<file path="src/rtl/and_result_buffer.sv">
// Two-entry elastic buffer for and1 stage results with accepted/non-zero counters.
// Optional `AND_RESULT_PARITY_EN adds a stored even-parity bit per entry (out_par).
module and_result_buffer #(
  parameter int CNT_W = 8
) (
  input  logic             clk,
  input  logic             rst,
  input  logic             in_valid,
  output logic             in_ready,
  input  logic [3:0]       in_c,
  input  logic [3:0]       in_d,
  output logic             out_valid,
  input  logic             out_ready,
  output logic [3:0]       out_c,
  output logic [3:0]       out_d,
  output logic [CNT_W-1:0] acc_cnt,
  output logic [CNT_W-1:0] nz_cnt
`ifdef AND_RESULT_PARITY_EN
  ,
  output logic             out_par
`endif
);

`ifdef AND_RESULT_PARITY_EN
  localparam int unsigned EW = 9;
`else
  localparam int unsigned EW = 8;
`endif

  typedef enum logic [1:0] {
    EMPTY = 2'd0,
    ONE   = 2'd1,
    FULL  = 2'd2
  } state_t;

  state_t          state, state_nx;
  logic            wp, rp;
  logic [EW-1:0]   mem [2];
  logic [EW-1:0]   wdata;
  logic            push, pop;

`ifdef AND_RESULT_PARITY_EN
  assign wdata = {^{in_c, in_d}, in_c, in_d};
`else
  assign wdata = {in_c, in_d};
`endif

  // Handshake flags come only from registered state, so no out_ready -> in_ready path.
  assign in_ready  = (state != FULL);
  assign out_valid = (state != EMPTY);
  assign out_c     = mem[rp][7:4];
  assign out_d     = mem[rp][3:0];
`ifdef AND_RESULT_PARITY_EN
  assign out_par   = mem[rp][8];
`endif

  always_comb begin
    state_nx = state;
    push     = in_valid && in_ready;
    pop      = out_valid && out_ready;
    case (state)
      EMPTY: if (push) state_nx = ONE;
      ONE: begin
        if (push && !pop)      state_nx = FULL;
        else if (pop && !push) state_nx = EMPTY;
      end
      FULL:    if (pop) state_nx = ONE;
      default: state_nx = EMPTY;
    endcase
  end

  always_ff @(posedge clk or posedge rst) begin
    if (rst) begin
      state <= EMPTY;
    end else begin
      state <= state_nx;
    end
  end

  always_ff @(posedge clk or posedge rst) begin
    if (rst) begin
      wp      <= 1'b0;
      rp      <= 1'b0;
      mem[0]  <= '0;
      mem[1]  <= '0;
      acc_cnt <= '0;
      nz_cnt  <= '0;
    end else begin
      if (push) begin
        mem[wp] <= wdata;
        wp      <= ~wp;
        acc_cnt <= acc_cnt + CNT_W'(1);
        if ((in_c != 4'd0) && (nz_cnt != '1)) nz_cnt <= nz_cnt + CNT_W'(1);
      end
      if (pop) rp <= ~rp;
    end
  end

endmodule

</file>
<file path="config.mk">
export PLATFORM = sky130hd
export DESIGN_NAME = and_result_buffer
export DESIGN_NICKNAME = d
export VERILOG_FILES = /design/src/rtl/and_result_buffer.sv
export SDC_FILE = /design/constraint.sdc
export NUM_CORES = 1
export LEC_CHECK = 0
export ABC_AREA = 1
export ABC_CLOCK_PERIOD_IN_PS = 4000
export CELL_PAD_IN_SITES_DETAIL_PLACEMENT = 1
export CELL_PAD_IN_SITES_GLOBAL_PLACEMENT = 1
export CORE_ASPECT_RATIO = 1.1
export CORE_MARGIN = 2
export CORE_UTILIZATION = 40
export CTS_CLUSTER_SIZE = 12
export DETAILED_ROUTE_END_ITERATION = 12
export GPL_ROUTABILITY_DRIVEN = 0
export GPL_TIMING_DRIVEN = 0
export HOLD_SLACK_MARGIN = 0.12
export PLACE_DENSITY = 0.88
export SLEW_MARGIN = 30
export SYNTH_ARGS = -nofsm -noshare
export SYNTH_HDL_FRONTEND = slang
export SYNTH_SLANG_ARGS = --single-unit
</file>
<file path="constraint.sdc">
create_clock -name clk -period 4 [get_ports clk]
set_input_delay 1 -clock clk [delete_from_list [all_inputs] [get_ports clk]]
set_output_delay 1 -clock clk [all_outputs]
set_load 0.02 [all_outputs]
</file>
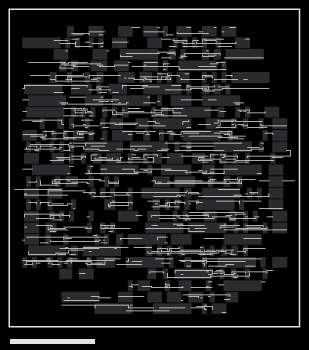
met1.png
Scale bar: 20 um.
The layer carries 1920 um of wire. The longest straight run is 20.2 um. The layer holds 44% of the routed length. The wires run mostly horizontal. 243 nets have wire on it.

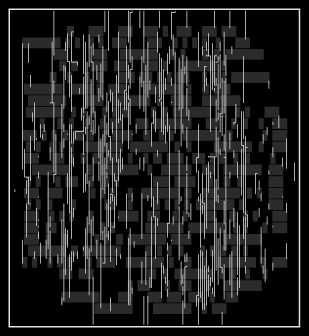
met2.png
The wires run mostly vertical. The longest straight run is 40.5 um. The layer holds 51% of the routed length. The layer carries 2230 um of wire. 229 nets have wire on it.

==> qor.yml <==
status: "finished clean"
reg2reg_to: "nz_cnt[5]"
postPlaceCellArea_mm2: 0.00224
powerSeq_mw: 0.652
ant_nets: 0
crit_top_cell: "nand2_1"
crit_slowest_cell: "clkdlybuf4s50_1"
drive_above_1_share_pct: 9.74
io_buffers: 37
vias: 1550
mux_share_pct: 0
place_inst: 313
startpoint: "rp"
fin_crit_ns: 3.18
cp-end-kind: "primary output"
overflow: 0
cts.clk_slew.worst_paths_ns: 0.07
grt_start_max_net_pins: 37
adder_share_pct: 2.08
holdWs_ns: 0.486
ys_async_sr_fraction_pct: 100
synth_seq_share_pct: 50.0
crit_cells: 5
cts.hold.buffers_added: 0
finalSetupTns_ns: 0
largestRegisters: "mem x16, acc_cnt x8, nz_cnt x8"
hold_viol: 0
topCellsByArea: "dfrtp_1 50%, nand2_1 20%, o21ai_2 3.9%"
tapCellCount: 54
hp-class: "reg -> reg"
avgSynthCellArea_um2: 8.11
drt_iter0_markers: 92
ys_area_mm2: 0.00180
largest_reg_flops: 16
setup_violations: 0
n_antenna_cell: 0
p_seq_share_pct: 36.7
comb_area_share_pct: 33.2
regMostFlops: "mem"
irDropWorstVdd_mv: 0.419
flop_cell: "dfrtp_1"
wl_met1_mm: 1.92
logic_gate_count: 161
top_area_cell_class: "flip-flops and latches"
use_met3_pct: 3.93
routed.top_layer: "met4"
worst_slack_ns: 0.815
seq_share_pct: 38.6
cp_cell_sequence: "clkbuf_1, clkinv_1, nand2_1, nand2_1, clkdlybuf4s50_1"
clock_power_share_pct: 15.2
use_met2_pct: 34.0
totalPowerFinal_mw: 1.78
ys_sh_aoi_pct: 6.95
cts_resized: 0
wire_per_inst_um: 13.6
p_int_mw: 1.03
synthTopLogicFamily: "simple AND/OR/NAND/NOR gates"
min-delay-start: "mem[15]"
whs_endpoint: "mem[15]"
p_leak_nw: 1.16
pg_comb_mw: 0.854
grt_setup_unrepaired: "false"
tightest_slew_ns: 0.766
ff_count: 36
post-route-period-util_pct: 79.6
most_common_cell: "nand2_1"
final_cell_area_mm2: 0.00233
cap_violations: 0
cp.required_ns: 3.00
io_pins: 38
ctsHtreeMaxLevel: 2
wl_met3_um: 151
final-nonclk-buf-share_pct: 17.9
edf_count: 0
cpLargestDelayFamily: "buffers and inverters"
ys_cells: 222
mi_logic_area_um2: 774
rows: 25
r2r_start: "nz_cnt[0]"
fmax_mhz: 314
xor_share_pct: 3.41
drcViolationCount: 0
synth_warnings: 0
clk_latency_ns: 0.29
syn-instance-count: 222
track_usage_pct: 19.4
p_per_area_mw_per_mm2: 762
arrival_ns: 2.18
critical_path.endpoint: "out_c[1]"
cts.path.max_buffers: 2
clock_cell_area_share_pct: 3.97
fp-utilization_pct: 41.7
power_leader: "combinational cells"
p_comb_share_pct: 48.1
area.sequential_um2: 901
area_delta_synth_final_pct: 29.5
slew_headroom_pct: 48.9
common_cells: "97 x nand2_1, 36 x dfrtp_1, 18 x inv_1, 14 x nor2_1, 11 x nand3_1"
met1_usage_pct: 23.4
stdcell_count: 321
worstSetupPathType: "reg -> out"
die_area_mm2: 0.00505
nonClockBufferCount: 41
die_height_um: 74.4
synth_flop_count: 36
post_cts_buffers: 0
clock_skew_ns: 0.00232
cts-root-buf: "clkbuf_8"
p_switching_mw: 0.742
worstHoldPathCells: 2
antenna_found_initial: 0
utilization_pct: 54.0
